<file path="src/rtl/dma_pkg.sv">
// Shared types and constants for the DMA job scheduler: CSR map, start encoding,
// scheduler states and the transfer descriptor payload.
package dma_pkg;

  localparam int unsigned CSR_ADDR_W  = 12;
  localparam int unsigned CSR_DATA_W  = 32;
  localparam int unsigned DESC_ADDR_W = 32;
  localparam int unsigned DESC_LEN_W  = 32;

  // DMA CSR block register offsets
  localparam logic [CSR_ADDR_W-1:0] CSR_SRC = 12'h000;
  localparam logic [CSR_ADDR_W-1:0] CSR_DST = 12'h004;
  localparam logic [CSR_ADDR_W-1:0] CSR_LEN = 12'h008;
  localparam logic [CSR_ADDR_W-1:0] CSR_CFG = 12'h00C;

  localparam logic [CSR_DATA_W-1:0] CFG_START_DEFAULT = 32'h0000_0003;

  typedef enum logic [3:0] {
    ST_IDLE   = 4'd0,
    ST_WR_SRC = 4'd1,
    ST_WR_DST = 4'd2,
    ST_WR_LEN = 4'd3,
    ST_WR_CFG = 4'd4,
    ST_WAIT   = 4'd5,
    ST_DONE   = 4'd6,
    ST_ERR    = 4'd7,
    ST_HALT   = 4'd8
  } sched_state_e;

  typedef struct packed {
    logic [DESC_ADDR_W-1:0] src;
    logic [DESC_ADDR_W-1:0] dst;
    logic [DESC_LEN_W-1:0]  len;
  } dma_desc_t;

  // A job is owned by the scheduler everywhere except IDLE and HALT.
  function automatic logic state_is_busy(input sched_state_e s);
    return !((s == ST_IDLE) || (s == ST_HALT));
  endfunction

endpackage

</file>
<file path="src/rtl/dma_desc_fifo.sv">
// Synchronous descriptor FIFO with show-ahead read data and occupancy count.
module dma_desc_fifo
  import dma_pkg::*;
#(
  parameter int unsigned DEPTH = 4
) (
  input  logic                   clk,
  input  logic                   rst,
  input  logic                   push,
  input  dma_desc_t              wdata,
  input  logic                   pop,
  output dma_desc_t              rdata,
  output logic                   full,
  output logic                   empty,
  output logic [$clog2(DEPTH):0] count
);

  localparam int unsigned PTR_W = $clog2(DEPTH);
  localparam int unsigned CNT_W = PTR_W + 1;

  dma_desc_t        mem [DEPTH];
  logic [PTR_W-1:0] wr_ptr_q;
  logic [PTR_W-1:0] rd_ptr_q;
  logic [CNT_W-1:0] count_q;
  logic             do_push;
  logic             do_pop;

  assign full    = (count_q == CNT_W'(DEPTH));
  assign empty   = (count_q == '0);
  assign count   = count_q;
  assign rdata   = mem[rd_ptr_q];
  assign do_push = push && !full;
  assign do_pop  = pop && !empty;

  // Pointers wrap naturally since DEPTH is a power of two.
  always_ff @(posedge clk) begin
    if (rst) begin
      wr_ptr_q <= '0;
      rd_ptr_q <= '0;
      count_q  <= '0;
    end else begin
      if (do_push) wr_ptr_q <= wr_ptr_q + PTR_W'(1);
      if (do_pop)  rd_ptr_q <= rd_ptr_q + PTR_W'(1);
      case ({do_push, do_pop})
        2'b10:   count_q <= count_q + CNT_W'(1);
        2'b01:   count_q <= count_q - CNT_W'(1);
        default: count_q <= count_q;
      endcase
    end
  end

  always_ff @(posedge clk) begin
    if (do_push) mem[wr_ptr_q] <= wdata;
  end

endmodule

</file>
<file path="src/rtl/dma_job_scheduler.sv">
// Queues DMA descriptors and programs the DMA CSR block one job at a time,
// then waits for done/error/watchdog and reports per-job status.
module dma_job_scheduler
  import dma_pkg::*;
#(
  parameter int unsigned DEPTH     = 4,
  parameter int unsigned ADDR_W    = 32,
  parameter int unsigned LEN_W     = 32,
  parameter int unsigned TIMEOUT   = 5000,
  parameter logic [31:0] CFG_START = CFG_START_DEFAULT
) (
  input  logic                   clk,
  input  logic                   rst,
  input  logic                   job_valid_i,
  output logic                   job_ready_o,
  input  logic [ADDR_W-1:0]      job_src_i,
  input  logic [ADDR_W-1:0]      job_dst_i,
  input  logic [LEN_W-1:0]       job_len_i,
  output logic                   csr_wr_valid_o,
  input  logic                   csr_wr_ready_i,
  output logic [11:0]            csr_wr_addr_o,
  output logic [31:0]            csr_wr_data_o,
  input  logic                   dma_done_i,
  input  logic                   dma_error_i,
  input  logic                   err_clear_i,
  output logic                   busy_o,
  output logic                   job_done_o,
  output logic                   job_err_o,
  output logic                   timeout_o,
  output logic [$clog2(DEPTH):0] pending_o
);

  localparam int unsigned WD_W = $clog2(TIMEOUT + 1);

  sched_state_e            state_q, state_d;
  dma_desc_t               desc_q, desc_d;
  logic [WD_W-1:0]         wdog_q, wdog_d;
  logic                    timeout_d;
  logic                    csr_valid_d;
  logic [CSR_ADDR_W-1:0]   csr_addr_d;
  logic [CSR_DATA_W-1:0]   csr_data_d;
  logic                    busy_d;
  logic                    job_done_d;
  logic                    job_err_d;

  dma_desc_t               fifo_wdata;
  dma_desc_t               fifo_rdata;
  logic                    fifo_full;
  logic                    fifo_empty;
  logic                    fifo_pop;

  assign fifo_wdata.src = DESC_ADDR_W'(job_src_i);
  assign fifo_wdata.dst = DESC_ADDR_W'(job_dst_i);
  assign fifo_wdata.len = DESC_LEN_W'(job_len_i);
  assign job_ready_o    = !fifo_full;

  dma_desc_fifo #(
    .DEPTH (DEPTH)
  ) u_fifo (
    .clk   (clk),
    .rst   (rst),
    .push  (job_valid_i),
    .wdata (fifo_wdata),
    .pop   (fifo_pop),
    .rdata (fifo_rdata),
    .full  (fifo_full),
    .empty (fifo_empty),
    .count (pending_o)
  );

  // State, working descriptor, watchdog and registered outputs.
  always_ff @(posedge clk) begin
    if (rst) begin
      state_q        <= ST_IDLE;
      desc_q         <= '0;
      wdog_q         <= '0;
      timeout_o      <= 1'b0;
      csr_wr_valid_o <= 1'b0;
      csr_wr_addr_o  <= '0;
      csr_wr_data_o  <= '0;
      busy_o         <= 1'b0;
      job_done_o     <= 1'b0;
      job_err_o      <= 1'b0;
    end else begin
      state_q        <= state_d;
      desc_q         <= desc_d;
      wdog_q         <= wdog_d;
      timeout_o      <= timeout_d;
      csr_wr_valid_o <= csr_valid_d;
      csr_wr_addr_o  <= csr_addr_d;
      csr_wr_data_o  <= csr_data_d;
      busy_o         <= busy_d;
      job_done_o     <= job_done_d;
      job_err_o      <= job_err_d;
    end
  end

  // Next state; outputs are derived from the next state so they register in step with it.
  always_comb begin
    state_d     = state_q;
    desc_d      = desc_q;
    wdog_d      = wdog_q;
    timeout_d   = timeout_o;
    fifo_pop    = 1'b0;
    csr_valid_d = 1'b0;
    csr_addr_d  = csr_wr_addr_o;
    csr_data_d  = csr_wr_data_o;
    job_done_d  = 1'b0;
    job_err_d   = 1'b0;

    case (state_q)
      ST_IDLE: begin
        if (!fifo_empty) begin
          fifo_pop = 1'b1;
          desc_d   = fifo_rdata;
          state_d  = (fifo_rdata.len == '0) ? ST_DONE : ST_WR_SRC;
        end
      end
      ST_WR_SRC: if (csr_wr_ready_i) state_d = ST_WR_DST;
      ST_WR_DST: if (csr_wr_ready_i) state_d = ST_WR_LEN;
      ST_WR_LEN: if (csr_wr_ready_i) state_d = ST_WR_CFG;
      ST_WR_CFG: begin
        if (csr_wr_ready_i) begin
          wdog_d  = '0;
          state_d = ST_WAIT;
        end
      end
      ST_WAIT: begin
        // Error has priority over done; watchdog saturates instead of wrapping.
        if (dma_error_i) begin
          state_d = ST_ERR;
        end else if (dma_done_i) begin
          state_d = ST_DONE;
        end else if (wdog_q == WD_W'(TIMEOUT - 1)) begin
          state_d   = ST_ERR;
          timeout_d = 1'b1;
        end else if (wdog_q < WD_W'(TIMEOUT)) begin
          wdog_d = wdog_q + WD_W'(1);
        end
      end
      ST_DONE: state_d = ST_IDLE;
      ST_ERR:  state_d = ST_HALT;
      ST_HALT: begin
        if (err_clear_i) begin
          state_d   = ST_IDLE;
          timeout_d = 1'b0;
        end
      end
      default: state_d = ST_IDLE;
    endcase

    case (state_d)
      ST_WR_SRC: begin
        csr_valid_d = 1'b1;
        csr_addr_d  = CSR_SRC;
        csr_data_d  = CSR_DATA_W'(desc_d.src);
      end
      ST_WR_DST: begin
        csr_valid_d = 1'b1;
        csr_addr_d  = CSR_DST;
        csr_data_d  = CSR_DATA_W'(desc_d.dst);
      end
      ST_WR_LEN: begin
        csr_valid_d = 1'b1;
        csr_addr_d  = CSR_LEN;
        csr_data_d  = CSR_DATA_W'(desc_d.len);
      end
      ST_WR_CFG: begin
        csr_valid_d = 1'b1;
        csr_addr_d  = CSR_CFG;
        csr_data_d  = CFG_START;
      end
      ST_DONE: job_done_d = 1'b1;
      ST_ERR:  job_err_d  = 1'b1;
      default: ;
    endcase

    busy_d = state_is_busy(state_d);
  end

endmodule

</file>
<file path="config.mk">
export PLATFORM = sky130hd
export DESIGN_NAME = dma_job_scheduler
export DESIGN_NICKNAME = d
export VERILOG_FILES = /design/src/rtl/dma_pkg.sv /design/src/rtl/dma_desc_fifo.sv /design/src/rtl/dma_job_scheduler.sv
export SDC_FILE = /design/constraint.sdc
export NUM_CORES = 1
export LEC_CHECK = 0
export ABC_AREA = 1
export CORE_MARGIN = 1.5
export CORE_UTILIZATION = 45
export DETAILED_ROUTE_END_ITERATION = 10
export GPL_TIMING_DRIVEN = 1
export SLEW_MARGIN = 20
export SYNTH_ARGS = -nofsm -noshare
export SYNTH_HDL_FRONTEND = slang
export SYNTH_SLANG_ARGS = --single-unit
export TNS_END_PERCENT = 30
</file>
<file path="constraint.sdc">
create_clock -name clk -period 18.22 [get_ports clk]
set_input_delay 3.644 -clock clk [delete_from_list [all_inputs] [get_ports clk]]
set_output_delay 3.644 -clock clk [all_outputs]
set_load 0.005 [all_outputs]
</file>
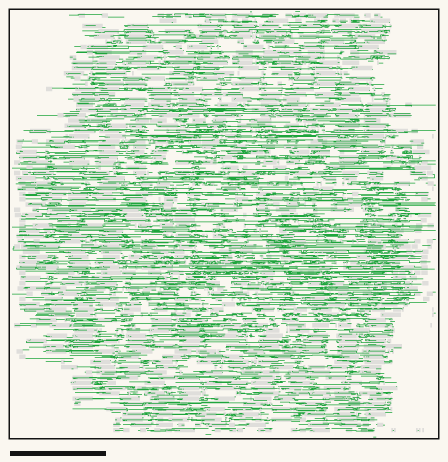
(run_1/met1.png)
The bar under the picture is 50 um long.
wire length on this layer: 24.6 mm
share of all routed wire: 46%
longest straight run: 62.1 um
nets with wire on the layer: 2127
detailed-route via count: 15051
met1 usage: 31.5%
final WL: 53500 um

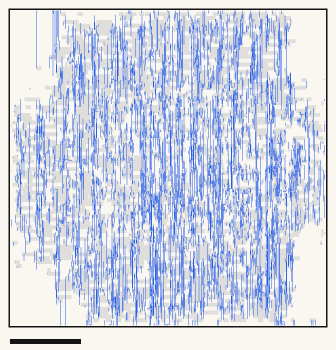
(run_1/met2.png)
The bar under the picture is 50 um long.
nets with wire on the layer: 1780
main direction: vertical
share of all routed wire: 46%
longest straight run: 68.0 um
wire length on this layer: 24.7 mm

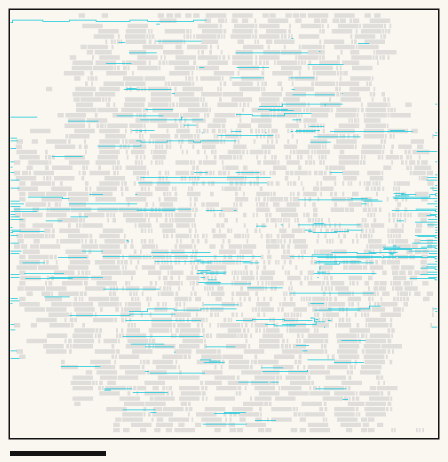
(run_1/met3.png)
The bar under the picture is 50 um long.
nets with wire on the layer: 164
longest straight run: 91.5 um
met3 Use GR: 3.99%

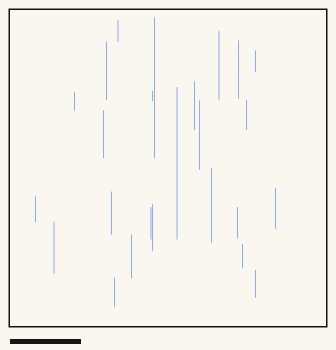
(run_1/met4.png)
The bar under the picture is 50 um long.
longest straight run: 107 um
share of all routed wire: 1.6%
main direction: vertical
wire length on this layer: 849 um

==> flow_metrics.py, run 1 <==
# Generated from Yosys and OpenROAD reports
metrics = {
    "status": {
        "outcome": "complete, no violations",
    },
    "synthesis": {
        "ys.flops": 545,
        "adder_share_pct": 0.441,
        "simple_gate_share_pct": 19.9,
        "ys_sh_xor_pct": 0.0406,
        "yosysTopAreaCell": "edfxtp_1",
        "synth_cell_types": 38,
        "synth_async_sr_flop_share_pct": 0,
        "ys_sh_mux_pct": 0.0465,
        "ys_area_um2": 21500,
    },
    "min_path": {
        "hold_start": "csr_wr_data_o[1]$_SDFFE_PP0P_",
        "min_to": "csr_wr_data_o[1]$_SDFFE_PP0P_",
    },
    "global_route": {
        "grt_max_degree": 98,
        "antenna_found_initial": 0,
        "globalRouteOverflowTotal": 0,
        "grt_pass1_vias": 14023,
        "grt_pass1_wl_um": 82200,
    },
    "placement": {
        "port_buffers": 145,
    },
    "drt": {
        "drt-initial-drc-count": 1504,
        "wl_per_cell_um": 18.9,
        "post-route-drc-count": 0,
    },
    "finish": {
        "nFillCells": 4228,
        "final_cell_mix": "nor2_1 (461), edfxtp_1 (384), nand2_1 (312)",
        "fin_util_pct": 53.4,
    },
    "pwr": {
        "p_comb_share_pct": 38.0,
        "seq_power_share_pct": 36.0,
        "pwr-share-clk_pct": 25.9,
        "max-vdd-ir-drop_uv": 139,
    },
    "timing": {
        "tightestPinTransition_ps": 1050,
        "period_needed_ps": 6900,
        "fin_skew_ps": 19.8,
        "period_used_pct": 37.9,
        "slew_headroom_pct": 30.1,
        "max_freq_mhz": 145,
        "hold_viol_final": 0,
    },
    "worst_setup_path": {
        "crit_path_top_delay_cell": "nand2_4",
        "worst-r2r-setup-slack_ps": 13700,
        "path_cells": "clkdlybuf4s50_1 -> inv_1 -> nand2_1 -> o21ai_0 -> inv_1 -> nand4_1 -> a21oi_4 -> nand3_2 -> nand2_4 -> nand2_1 -> nor2_1 -> nor2_1",
        "critPathMaxFanout": 62,
        "end_kind": "flop",
    },
    "floorplanning": {
        "die_h_um": 222,
        "core_um2": 47400,
        "chipArea_um2": 49200,
        "die_width_um": 222,
    },
    "flow_run": {
        "drv_cap": 0,
    },
    "cts": {
        "cts_tree": "built",
        "path_clk_slew_ps": 60,
        "clock_path_buffers": 3,
        "root_buffer": "clkbuf_16",
        "cts_buffers": 57,
    },
}
## run 1: final cells by class
class,count,area (um^2),share of cell area [%]
clock inverters,27,313,1.23
multi-input cells,1354,6090,24.0
clock buffers,80,1620,6.40
flip-flops and latches,545,14800,58.2
inverters,49,191,0.755
well taps,615,769,3.04
repair buffers,165,1600,6.31
## run 1: worst register-to-register path, cell delays in order, from the launching register on
cell and delay (ps):
dfxtp_2 350, buf_4 410, buf_4 660, o21ai_0 250, o21ai_1 210, nor2_1 80, nand2_1 60, nor2_1 40
nand3_2 140, nand2_1 100, a21boi_2 310, nand3_2 650, nand2_4 820, nand2_1 140, nor2_1 160, nor2_1 50
## run 1: metal layers
metal | vias up | track usage [%] | part of all wire [%]
met5 | - | 0 | 0
met4 | 0 | 4.71 | 1.6
met3 | 61 | 3.99 | 6.1
met2 | 396 | 33.9 | 46
met1 | 7264 | 31.5 | 46
li1 | 7330 | - | -
## run 1: state kept, by name, indices dropped and copies added, names as in the netlist, named ones only
| register | cells |
|---|---|
| u_fifo.mem | 384 |
| busy_o | 1 |
| timeout_o | 1 |
| job_done_o | 1 |
| desc_q | 96 |
| csr_wr_data_o | 32 |
| u_fifo.rd_ptr_q | 2 |
| wdog_q | 13 |
| csr_wr_valid_o | 1 |
| u_fifo.wr_ptr_q | 2 |
| state_q | 4 |
| u_fifo.count | 3 |
| job_err_o | 1 |
| csr_wr_addr_o | 2 |
## run 1: stage by stage
step                      instance area [um^2]  worst slack [ps]  instances
after global routing                     25300             10950       2835
after CTS                                25300             11410       2835
after global placement                   23400             10970       2728
after detailed placement                 23400             10780       2728
after floorplan                          21600              9850       2078
final                                    25300             11320       2835
## Run 2: what changed since run 1
Settings changed: PLACE_DENSITY set to 0.66.
Clock period 18.22 ns to 5.7 ns, I/O delays scaled along.
==> run 2 against run 1 <==
Effect of this change:
- combinational power grew to 3.2 times the previous value
- final cell count fell by 0.21%
- worst setup slack got worse by 10000 ps
- die area stayed put
- clock skew decreased by 4.5 ps
- sequential share of layout area is 0.16 points higher
- critical path depth grew 4
- register-to-register slack worse by 12000 ps
- first-iteration DRC count is 15% lower
- sequential cell count unchanged
- sequential power increased to 3.2 times the previous value
- via count rose by 0.58%
- critical path type is now reg2reg
- critical endpoint is now csr_wr_data_o[25]$_SDFFE_PP0P_
==> flow_metrics.py, run 2 <==
# Generated from Yosys and OpenROAD reports
metrics = {
    "finish": {
        "final_area_um2": 25300,
        "top_regs": "u_fifo.mem (384), desc_q (96), csr_wr_data_o (32)",
        "clkCellAreaFrac_pct": 7.36,
        "logic_gate_count": 1354,
        "top_register": "u_fifo.mem",
        "comb_area_um2": 6090,
        "seq_share_pct": 58.4,
        "buf_share_pct": 6.37,
        "layout.non_clock_buffers": 163,
        "seq_area_um2": 14800,
        "nNonClkInverters": 49,
        "flops": 545,
        "nFillCells": 4117,
    },
    "floorplanning": {
        "tapCellCount": 615,
        "die_width_um": 222,
        "core_um2": 47400,
        "die_h_um": 222,
    },
    "cts": {
        "cts_buffers": 56,
        "clock_path_buffers": 3,
        "path_clk_slew_ps": 60,
    },
    "global_route": {
        "grt_pass1_wl_um": 80200,
        "grt_pass1_vias": 14139,
        "grt_max_degree": 103,
        "globalRouteOverflowTotal": 0,
    },
    "flow_run": {
        "drv_cap": 0,
    },
    "placement": {
        "place_area_um2": 23400,
        "port_buffers": 145,
        "dpl_worst_slack_ps": 1360,
    },
    "drt": {
        "drt-initial-drc-count": 1277,
        "post-route-drc-count": 0,
        "detailroute.via_count": 15138,
    },
    "timing": {
        "period_used_pct": 77.0,
        "hold_viol_final": 0,
        "fin_skew_ps": 15.3,
        "max_freq_mhz": 228,
        "setup_ws_ps": 1310,
        "period_needed_ps": 4390,
        "slew_headroom_pct": 32.6,
    },
    "synthesis": {
        "ys_area_um2": 21500,
        "synth_cell_types": 38,
        "synth_async_sr_flop_share_pct": 0,
        "ys.flops": 545,
    },
    "worst_setup_path": {
        "path_cells": "inv_4 -> nand2_1 -> nand3_1 -> nand2_1 -> nand2_1 -> nor2_1 -> nand2_1 -> nor2_1 -> nand3_2 -> nand2_1 -> a21boi_2 -> nand3_2 -> nand2_4 -> nand2_1 -> nor2_1 -> nor2_1",
        "end_kind": "flop",
        "critPathMaxFanout": 97,
    },
    "status": {
        "outcome": "complete, no violations",
    },
    "pwr": {
        "max-vdd-ir-drop_uv": 388,
    },
}
[run 2: cell counts after synthesis]
No cell type changed its count.
[run 2: kinds of logic after synthesis]
group / Yosys count / share of synthesized area (%)
simple gates: 1038 / 19.9
flops: 545 / 68.5
buf+inv: 179 / 3.58
compound gates: 297 / 7.48
other cells: 1 / 0.0174
xor+xnor: 1 / 0.0407
mux: 1 / 0.0465
fa+ha+maj: 7 / 0.441
[run 2: where the power goes]
part	total (uW)	switching (uW)	internal, uW	leakage (uW)
clock network	3640	1460	2180	0.000918
logic	5510	3810	1700	0.00337
registers	5290	285	5000	0.00485
[run 2: metal layers]
metal  vias up  part of all wire (%)  GRT usage (%)
met1      7317                    45           29.8
met2       445                    47           33.5
met4         0                   2.1           6.05
met5         -                     0              0
met3        74                   5.8           3.10
li1       7302                     -              -
[run 2: how the worst min path moves through the flow]
stage,start,endpoint,slack [ps]
final,u_fifo.rd_ptr_q[1]$_SDFFE_PP0P_,flop,470
after global routing,u_fifo.rd_ptr_q[0]$_SDFFE_PP0P_,flop,510
after CTS,u_fifo.rd_ptr_q[1]$_SDFFE_PP0P_,flop,470
after detailed placement,u_fifo.rd_ptr_q[0]$_SDFFE_PP0P_,flop,460
after global placement,u_fifo.rd_ptr_q[1]$_SDFFE_PP0P_,flop,450
after floorplan,u_fifo.rd_ptr_q[1]$_SDFFE_PP0P_,flop,440
[run 2: per-stage QoR]
step                      total power, uW  utilization (%)  hold slack [ps]  instances
after floorplan                      9190                -              436       2078
after global placement              10700             49.4              445       2726
after detailed placement            10900             49.4              465       2726
after CTS                           14500             53.3              475       2829
after global routing                15400             53.3              508       2829
final                               14400             53.3              472       2829
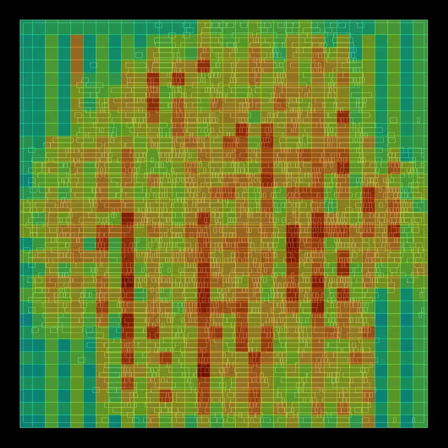
(run_2/final_congestion.png)
mean routed wirelength per cell: 18.5 um
global routing's busiest layer: met2

Power is estimated from default activity; no workload was simulated.
